==> run_1/congestion_map.png <==
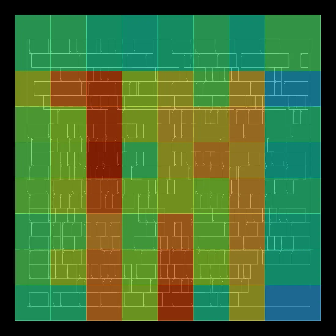
==> run_1/closeup.png <==
Region (2, 32) to (27, 57) µm. Cells in grey, sequential cells in the stronger grey; small squares are vias.
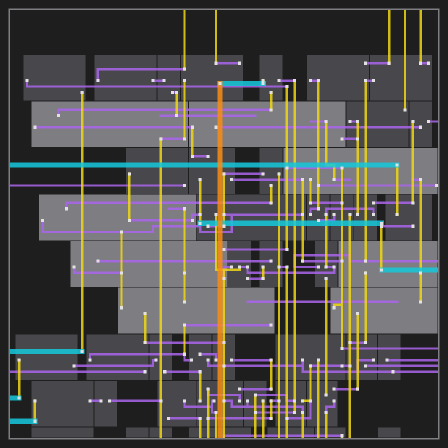
==> run_1/m1.png <==
(8 px per µm)
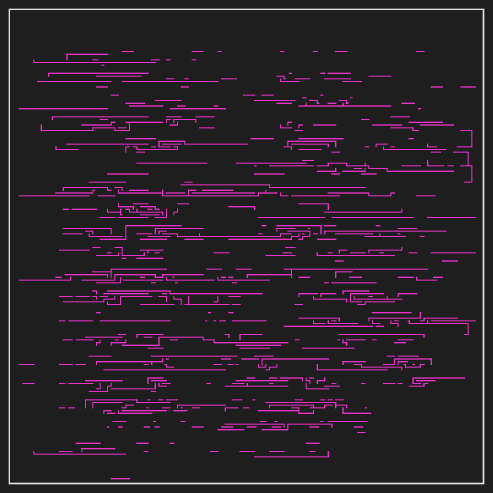
### config.mk
export PLATFORM = sky130hd
export DESIGN_NAME = uart_tx_arbiter
export DESIGN_NICKNAME = d
export VERILOG_FILES = /design/src/rtl/uart_pkg.sv /design/src/rtl/uart_rr_pick.sv /design/src/rtl/uart_tx_arbiter.sv
export SDC_FILE = /design/constraint.sdc
export NUM_CORES = 1
export LEC_CHECK = 0
export ABC_AREA = 1
export CORE_MARGIN = 2
export CORE_UTILIZATION = 47
export DETAILED_ROUTE_END_ITERATION = 16
export PLACE_DENSITY_LB_ADDON = 0.1
export SYNTH_ARGS = -nofsm -noshare
export SYNTH_HDL_FRONTEND = slang
export SYNTH_SLANG_ARGS = --single-unit
### constraint.sdc
create_clock -name clk -period 5.1 [get_ports clk]
set_clock_uncertainty 0.05 [all_clocks]
set_input_delay 1.02 -clock clk [delete_from_list [all_inputs] [get_ports clk]]
set_output_delay 1.02 -clock clk [all_outputs]
set_load 0.01 [all_outputs]
### src/rtl/uart_pkg.sv
// uart_pkg: shared state type, default byte width and index-width helper for the uart_tx arbiter
package uart_pkg;
  typedef enum logic [1:0] {IDLE, LAUNCH, WAIT_BUSY, WAIT_DONE} arb_state_t;
  localparam int DATA_W = 8;
  function automatic int idx_w(input int n);
    return (n > 1) ? $clog2(n) : 1;
  endfunction
endpackage

### src/rtl/uart_rr_pick.sv
// uart_rr_pick: combinational rotating-priority picker, first valid index at or above rr_ptr
module uart_rr_pick import uart_pkg::*; #(
  parameter int NUM_REQ = 4,
  localparam int IW = idx_w(NUM_REQ)
) (
  input  logic [NUM_REQ-1:0] req_valid,
  input  logic [IW-1:0]      rr_ptr,
  output logic [IW-1:0]      pick_idx,
  output logic               pick_vld
);
  logic [IW-1:0] idx;
  // Scan offsets from farthest to nearest so the nearest valid index wins
  always_comb begin
    pick_idx = '0;
    idx = '0;
    for (int k = NUM_REQ - 1; k >= 0; k--) begin
      idx = IW'((int'(rr_ptr) + k) % NUM_REQ);
      if (req_valid[idx]) pick_idx = idx;
    end
  end
  assign pick_vld = |req_valid;
endmodule

### src/rtl/uart_tx_arbiter.sv
// uart_tx_arbiter: round-robin sharing of one uart_tx between NUM_REQ producers; optional watchdog via UART_ARB_WATCHDOG_EN
module uart_tx_arbiter import uart_pkg::*; #(
  parameter int NUM_REQ = 4,
  parameter int DATA_W = uart_pkg::DATA_W,
  parameter int WD_CYCLES = 16,
  localparam int IW = idx_w(NUM_REQ)
) (
  input  logic                      clk,
  input  logic                      rst,
  input  logic [NUM_REQ-1:0]        req_valid,
  input  logic [NUM_REQ*DATA_W-1:0] req_data,
  output logic [NUM_REQ-1:0]        req_ready,
  output logic                      tx_start,
  output logic [DATA_W-1:0]         tx_data,
  input  logic                      tx_busy,
  output logic [IW-1:0]             grant_id,
  output logic                      active,
  output logic                      wd_err
);
  arb_state_t state_q, state_d;
  logic [IW-1:0] grant_q, grant_d, rr_q, rr_d, pick_idx;
  logic [DATA_W-1:0] data_q, data_d;
  logic pick_vld, wd_hit, take, done;

  uart_rr_pick #(.NUM_REQ(NUM_REQ)) u_pick (
    .req_valid(req_valid),
    .rr_ptr(rr_q),
    .pick_idx(pick_idx),
    .pick_vld(pick_vld)
  );

`ifdef UART_ARB_WATCHDOG_EN
  localparam int CW = $clog2(WD_CYCLES + 1);
  logic [CW-1:0] wd_cnt_q, wd_cnt_d;
  logic wd_err_q;
  // Counter holds clocks elapsed since tx_start while waiting for busy to rise
  always_comb wd_cnt_d = (state_q == LAUNCH) ? CW'(1) : (state_q == WAIT_BUSY) ? wd_cnt_q + 1'b1 : wd_cnt_q;
  assign wd_hit = (state_q == WAIT_BUSY) && !tx_busy && (wd_cnt_q == CW'(WD_CYCLES - 1));
  // Watchdog counter and abort pulse
  always_ff @(posedge clk or posedge rst)
    if (rst) begin
      wd_cnt_q <= '0;
      wd_err_q <= 1'b0;
    end else begin
      wd_cnt_q <= wd_cnt_d;
      wd_err_q <= wd_hit;
    end
  assign wd_err = wd_err_q;
`else
  assign wd_hit = 1'b0;
  assign wd_err = 1'b0;
`endif

  assign take = (state_q == IDLE) && pick_vld;
  assign done = (state_q == WAIT_DONE) && !tx_busy;

  // State register
  always_ff @(posedge clk or posedge rst)
    if (rst) state_q <= IDLE;
    else state_q <= state_d;

  // Next-state: one launch cycle, then wait for busy to rise and fall (or watchdog abort)
  always_comb begin
    state_d = state_q;
    case (state_q)
      IDLE:      state_d = pick_vld ? LAUNCH : IDLE;
      LAUNCH:    state_d = WAIT_BUSY;
      WAIT_BUSY: state_d = tx_busy ? WAIT_DONE : wd_hit ? IDLE : WAIT_BUSY;
      default:   state_d = tx_busy ? WAIT_DONE : IDLE;
    endcase
  end

  // Grant/data capture on arbitration; pointer moves past the grantee when its frame ends
  always_comb begin
    grant_d = take ? pick_idx : grant_q;
    data_d = take ? req_data[pick_idx*DATA_W +: DATA_W] : data_q;
    rr_d = (done || wd_hit) ? ((grant_q == IW'(NUM_REQ - 1)) ? '0 : grant_q + 1'b1) : rr_q;
  end

  // Grant, data and round-robin pointer registers
  always_ff @(posedge clk or posedge rst)
    if (rst) begin
      grant_q <= '0;
      data_q <= '0;
      rr_q <= '0;
    end else begin
      grant_q <= grant_d;
      data_q <= data_d;
      rr_q <= rr_d;
    end

  // Outputs decoded from the state register only
  always_comb begin
    tx_start = (state_q == LAUNCH);
    req_ready = tx_start ? (NUM_REQ'(1) << grant_q) : '0;
    active = (state_q != IDLE);
  end

  assign tx_data = data_q;
  assign grant_id = grant_q;
endmodule
==> flow_summary_export.csv, run 1 <==
group,metric,value,unit
synth,synth.most_common_cell,"nand2_1",
die,die_area,0.00349,mm²
cts,cts_buffers,3,
synth,ys_seq_elements,14,
synth,ys_types,27,
layout,num_antenna_cells,0,
synth,yosysTopAreaCell,"dfrtp_1",
global_route,grt_pass1_vias,1301,
power,power_frac_comb,73.2,%
place,port_buffers,54,
global_route,grt_max_degree,18,
drt,drtIter0Drc,31,
sta,worst_slack,2240,ps
sta,rsz0062_at_grt,"false",
synth,synth_area,0.00143,mm²
synth,async_reset_ff_share,100,%
synth,yosys_cells,212,
synth,ys_area,0.00143,mm²
drt,ant_nets,0,
global_route,overflow,0,
synth,ys_seq_share,24.6,%
layout,fin_nets,311,
sta,setup-violations-final,0,
power,p_clk_share,7.1,%
die,die_w,59.1,µm
synth,post_synth.cell_area_avg,6.73,µm²
min_path,hold_path.class,"flop to flop",
die,die_h,59.1,µm
synth,edf_count,0,
run_status,outcome,"completed",
power,p_sw_share,51.6,%
cts,clk_path_buf_depth,2,
synth,topCellsByArea,"dfrtp_1 25%, nand2_1 14%, inv_1 12%",
setup_path,start_kind,"input port",
cts,htree_levels,1,
power,p_seq_share,19.8,%
cts,clk_pin_slew,90,ps
power,max-vdd-ir-drop,0.000373,V
power,p_per_area,580,mW/mm²
global_route,grt_pass1_wl,5.33,mm
layout,final_cell_count_no_fill,294,
cts,cts_resized,0,
place,dp_slack,1980,ps
## Picture notes: congestion_map.png
GR Util All Layers: 19.4%
grt peak-use layer: met2
met2 Usage GRT: 34.1%
routing usage on met1: 25.5%

## Picture notes: closeup.png
- M3: cyan
- M2: yellow
- M4: orange
- M1: purple
- cells with their middle in the window: 45
- most frequent: nand2_1 (15), clkdlybuf4s50_1 (10), dfrtp_1 (8)
- sequential cells in the window: 8
- netlist names of flops here include: tx_data (7), grant_id (1)

## Picture notes: m1.png
- share of all routed wire: 47%
- nets with wire on the layer: 275
- longest straight run: 17.9 µm
- wire length on this layer: 1460 µm

==> run 1: critical path, cell delays in order <==
cell             delay (ps)
clkdlybuf4s50_1         500
inv_1                    90
a31oi_1                 680
inv_1                   410
nor2_4                  190
nand3_1                  70
nand3_1                  80
==> run 1: flip-flops by register name (all words and copies together), names as in the netlist <==
name      count
grant_id      2
rr_q          2
tx_data       8
state_q       2
==> run 1: final timing paths <==
kind,slack (ps),to,startpoint
setup / recovery,2240,tx_data[5]$_DFFE_PP0P_,req_valid[2]
hold / removal,440,tx_data[3]$_DFFE_PP0P_,tx_data[3]$_DFFE_PP0P_
setup reg to reg,2870,tx_data[4]$_DFFE_PP0P_,rr_q[0]$_DFFE_PP0P_
hold reg to reg,440,tx_data[3]$_DFFE_PP0P_,tx_data[3]$_DFFE_PP0P_
max in group asynchronous,3640,tx_data[6]$_DFFE_PP0P_,rst
min in group asynchronous,1000,tx_data[7]$_DFFE_PP0P_,rst
==> run 1: placed cells by master (no fill, tap or decap), types with 2 or more instances in the layout <==
cell and instances:
inv_2 2, o21ai_0 3, clkdlybuf4s50_1 54, nor2_4 3, nand2_1 53, inv_1 47
o21ai_2 2, dfrtp_1 14, nand3_4 2, a21oi_1 3, nand2_4 2, nand2_2 15
clkbuf_4 3, nor2_1 6, nand3_1 35, nand3b_1 2, ha_1 8
==> run 1: routing by layer <==
layer	GRT usage (%)	wire length (µm)
met2	34.1	1530
met3	4.59	120
met5	0	0
met1	25.5	1460
met4	0.974	24
==> run 1: cell families (layout without fill, tap and decap cells) <==
family | Yosys count | after routing | share of synthesized area (%)
other | 1 | 1 | 0.263
adder cells (fa/ha/maj) | 8 | 8 | 7.02
buffers and inverters | 57 | 108 | 18.2
flip-flops | 14 | 14 | 24.6
AND/OR/NAND/NOR | 121 | 121 | 44.3
AND-OR/OR-AND | 11 | 11 | 5.70
==> run 1: metrics by stage <==
stage | hold WS, ps | power (mW)
2_1_floorplan | 465 | 0.877
3_3_place_gp | 424 | 1.06
3_5_place_dp | 415 | 1.06
4_1_cts | 448 | 1.15
5_1_grt | 476 | 1.26
6_report | 443 | 1.15
==> run 1: cell type report <==
type,count,area [µm²]
fillers,246,856
multi-input cells,141,817
repair buffers,54,541
flip-flops and latches,14,350
inverters,50,190
well taps,31,38.8
clock buffers,4,36.3
==> run 1: power by group through the flow <==
stage | combinational, mW | sequential [mW] | clock, mW
2_1_floorplan | 0.653 | 0.224 | 0
3_3_place_gp | 0.835 | 0.227 | 0
3_5_place_dp | 0.835 | 0.227 | 0
4_1_cts | 0.844 | 0.227 | 0.0814
5_1_grt | 0.932 | 0.235 | 0.0885
6_report | 0.838 | 0.226 | 0.0810
==> run_1/sizing.png <==
(6 px per µm)
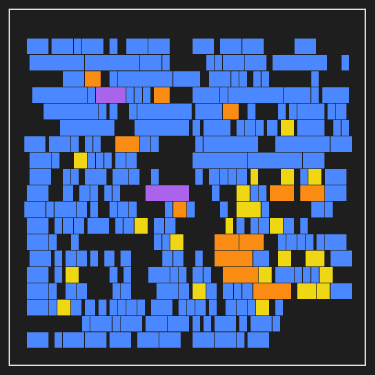

## Run 2: what changed since run 1
CORE_UTILIZATION = 40   (was 47)
clock period = 2.5 ns   (was 5.1 ns; I/O delays follow)
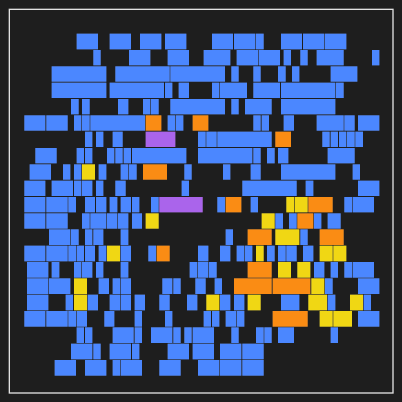
(run_2/sizing.png)
(6 px per µm)
- x3 and x4: orange (cells 14; share 5.3%)
- x6 and larger: purple (cells 2; share 0.75%)
- x1 and smaller: blue (cells 228; share 86%; most used clkdlybuf4s50_1)
- x2: yellow (cells 21; share 7.9%; most used nand2_2)

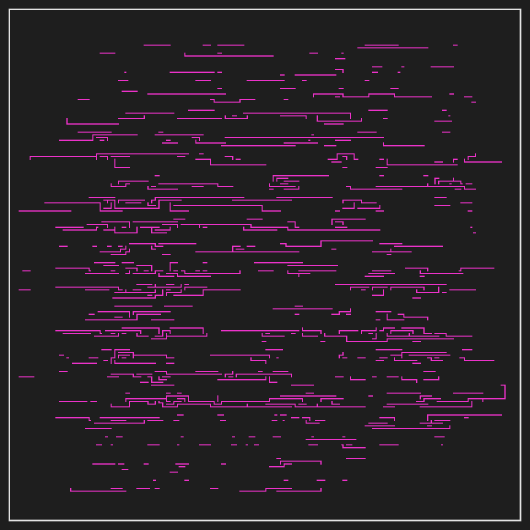
(run_2/m1.png)
(8 px per µm)
- main direction: horizontal
- longest straight run: 19.8 µm

==> run 2 against run 1 <==
Flip-flop count stayed put. Power is 100% higher. Sequential power is 96% higher. Combinational power is 110% higher. Area after synthesis stayed put. Die size is 16% higher. Core utilization is 11 points lower. Register-to-register slack worse by 2300 ps. Non-clock buffer count is 2 higher. Clock-buffer cell count stayed put. Critical endpoint is now req_ready[2]. Largest power group unchanged.
==> flow_summary_export.csv, run 2 <==
group,metric,value,unit
sta,hold_viol_final,0,
die,die_w,63.7,µm
layout,fin_nets,313,
synth,yosys_cells,212,
sta,post-route-min-period,2190,ps
cts,clk_pin_slew,90,ps
synth,ys_seq_elements,14,
synth,ys_seq_share,24.6,%
setup_path,reg2reg_slack,530,ps
drt,drtIter0Drc,46,
setup_path,reg2reg_to,"tx_data[7]$_DFFE_PP0P_",
synth,yosysTopAreaCell,"dfrtp_1",
synth,synth.most_common_cell,"nand2_1",
cts,cts_buffers,3,
global_route,grt_pass1_vias,1436,
synth,ys_types,27,
min_path,whs_endpoint,"tx_data[6]$_DFFE_PP0P_",
die,die_h,63.7,µm
sta,whs,444,ps
die,die_area,0.00406,mm²
layout,fillers,336,
sta,fin_crit_sh,87.7,%
power,max-vdd-ir-drop,0.000557,V
cts,cts_resized,0,
global_route,track_usage,17.7,%
layout,comb_area,817,µm²
global_route,grt_pass1_wl,5.95,mm
synth,edf_count,0,
sta,slew_headroom,66.5,%
power,power,2.34,mW
drt,ant_nets,0,
layout,final-seq-area,350,µm²
synth,async_reset_ff_share,100,%
place,port_buffers,54,
power,p_per_area,1170,mW/mm²
layout,num_antenna_cells,0,
global_route,overflow,0,
layout,lay_top_count,"clkdlybuf4s50_1",
min_path,hold_path.class,"flop to flop",
min_path,hold_start,"tx_data[6]$_DFFE_PP0P_",
layout,layout_top_cells,"54 x clkdlybuf4s50_1, 53 x nand2_1, 47 x inv_1, 35 x nand3_1, 15 x nand2_2",
setup_path,r2r_start,"rr_q[0]$_DFFE_PP0P_",
run_status,outcome,"completed",
cts,clk_path_buf_depth,2,
flow_run,tool_warnings,32,
synth,synth_area,0.00143,mm²
cts,htree_levels,1,
synth,ys_area,0.00143,mm²
synth,post_synth.cell_area_avg,6.73,µm²
run 2: cell counts after synthesis:
No cell type changed its count.
run 2: kinds of logic after synthesis:
group	count (synthesis)	share of synthesized area, %
AOI/OAI and AO/OA	11	5.70
adders and majority gates	8	7.02
buffers and inverters	57	18.2
DFF	14	24.6
other	1	0.263
and+or+nand+nor	121	44.3
run 2: final cells by class:
class	instances	area share (%)
sequential	14	17.5
tap	46	2.87
timing repair buffer	56	27.7
clock buffer	4	1.81
inverter	50	9.48
multi-input combinational	141	40.7
run 2: per-layer routing:
layer	vias to the layer above	global-route usage, %	part of all wire [%]
met4	0	3.26	1.1
li1	742	-	-
met1	632	22.7	43
met2	43	31.3	51
met5	-	0	0
met3	4	2.86	4.8
run 2: how the worst max path moves through the flow:
stage                         start  cells past startpoint                     end
2_1_floorplan          req_valid[0]                     13  tx_data[5]$_DFFE_PP0P_
3_3_place_gp           req_valid[3]                     12  tx_data[0]$_DFFE_PP0P_
3_5_place_dp           req_valid[3]                     12  tx_data[7]$_DFFE_PP0P_
4_1_cts        state_q[1]$_DFF_PP0_                      5            req_ready[2]
5_1_grt        state_q[1]$_DFF_PP0_                      5            req_ready[1]
6_report       state_q[1]$_DFF_PP0_                      5            req_ready[2]
run 2: metrics by stage:
stage                     setup slack [ps]  cell area [µm²]  std cells
after floorplan                        834             1430        212
after global placement                 179             1970        307
after detailed placement               149             1970        307
after CTS                              273             2010        311
after global routing                   140             2010        311
final                                  307             2010        311
run 2: critical path, stage by stage, from the launching register on:
cell             delay, ps
dfrtp_1                410
inv_1                   90
ha_1                   220
nand2_1                 70
inv_1                   60
clkdlybuf4s50_1        520
run 2: where the power goes:
| group | internal [mW] | switching, mW | total [mW] |
|---|---|---|---|
| logic | 0.718 | 1.02 | 1.74 |
| clock network | 0.0885 | 0.0705 | 0.159 |
| registers | 0.344 | 0.0985 | 0.443 |
## Run 3: what changed since run 2
SLEW_MARGIN = 25   (was not set)
==> run 3 against run 2 <==
Area after synthesis unchanged. First-iteration DRC count unchanged. Cell area unchanged. Cell count unchanged. Flip-flop count unchanged. Via count unchanged. Fmax unchanged. Synthesized cell count unchanged. Critical path depth unchanged. Sequential share of layout area unchanged. Clock-buffer cell count unchanged. Wire length unchanged. Critical endpoint unchanged.
==> flow_summary_export.csv, run 3 <==
group,metric,value,unit
drt,ant_nets,0,
global_route,grt_pass1_vias,1436,
setup_path,path_cells,"inv_1 -> ha_1 -> nand2_1 -> inv_1 -> clkdlybuf4s50_1",
layout,num_antenna_cells,0,
setup_path,worstSetupEndpoint,"req_ready[2]",
setup_path,cp_top_family,"buffers and inverters",
synth,post_synth.cell_area_avg,6.73,µm²
layout,layout_top_cells,"54 x clkdlybuf4s50_1, 53 x nand2_1, 47 x inv_1, 35 x nand3_1, 15 x nand2_2",
synth,yosysTopAreaCell,"dfrtp_1",
layout,fin_area,0.00201,mm²
sta,hold_viol_final,0,
drt,drtIter0Drc,46,
setup_path,cpPeakStageDelay,520,ps
setup_path,reg2reg_to,"tx_data[7]$_DFFE_PP0P_",
synth,yosys_cells,212,
cts,htree_levels,1,
sta,post-route-min-period,2190,ps
die,die_h,63.7,µm
drt,met1_length,1.36,mm
run_status,outcome,"completed",
synth,synth_area,0.00143,mm²
run 3: worst min-delay path by stage:
stage / end / slack, ps / depth (start not counted)
final: tx_data[6]$_DFFE_PP0P_ / 440 / 2
after global routing: tx_data[1]$_DFFE_PP0P_ / 470 / 2
after CTS: tx_data[6]$_DFFE_PP0P_ / 450 / 2
after detailed placement: tx_data[6]$_DFFE_PP0P_ / 420 / 2
after global placement: tx_data[7]$_DFFE_PP0P_ / 420 / 2
after floorplan: grant_id[0]$_DFFE_PP0P_ / 340 / 1
run 3: layer usage:
layer	global-route usage, %	vias up
met5	0	-
met3	2.86	4
met1	22.7	632
met2	31.3	43
met4	3.26	0
li1	-	742
run 3: area by class of cell:
class,instances,area (µm²)
Multi-Input combinational cell,141,817
Inverter,50,190
Timing Repair Buffer,56,556
Fill cell,336,1380
Tap cell,46,57.6
Clock buffer,4,36.3
Sequential cell,14,350
run 3: tightest hold or removal path, delay by kind of cell, from the launching register on:
kind,cells,cell delay [ps]
AND/OR/NAND/NOR,2,110
flip-flops,1,350
run 3: kinds of logic after synthesis:
logic type	synth area share (%)
buffers and inverters	18.2
AOI/OAI and AO/OA	5.70
adders and majority gates	7.02
other	0.263
and+or+nand+nor	44.3
DFF	24.6
run 3: metrics by stage:
stage | cells | power, mW | hold WS (ps)
2_1_floorplan | 212 | 1.79 | 339
3_3_place_gp | 307 | 2.18 | 425
3_5_place_dp | 307 | 2.20 | 418
4_1_cts | 311 | 2.37 | 450
5_1_grt | 311 | 2.60 | 474
6_report | 311 | 2.34 | 444
run 3: where the power goes:
part,internal (mW),switching (mW),leakage (nW),total [mW]
registers,0.344,0.0985,0.171,0.443
logic,0.718,1.02,0.891,1.74
clock network,0.0885,0.0705,0.0210,0.159
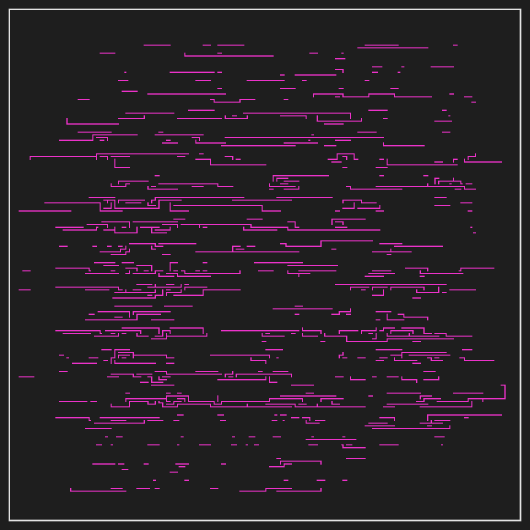
(run_3/m1.png)
(8 px per µm)
- share of all routed wire: 43%
- main direction: horizontal
- nets with wire on the layer: 265
- wire length on this layer: 1360 µm
- longest straight run: 19.8 µm

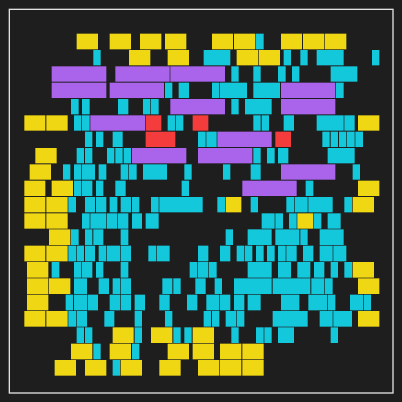
(run_3/class_map.png)
(6 px per µm)
- remaining logic cells: cyan (cells 191)
- sequential cells: purple (cells 14)
- remaining buffers and delay cells: yellow (cells 56)
- clock drivers and dummy loads: red (cells 4)

Power and IR drop assume default switching activity.
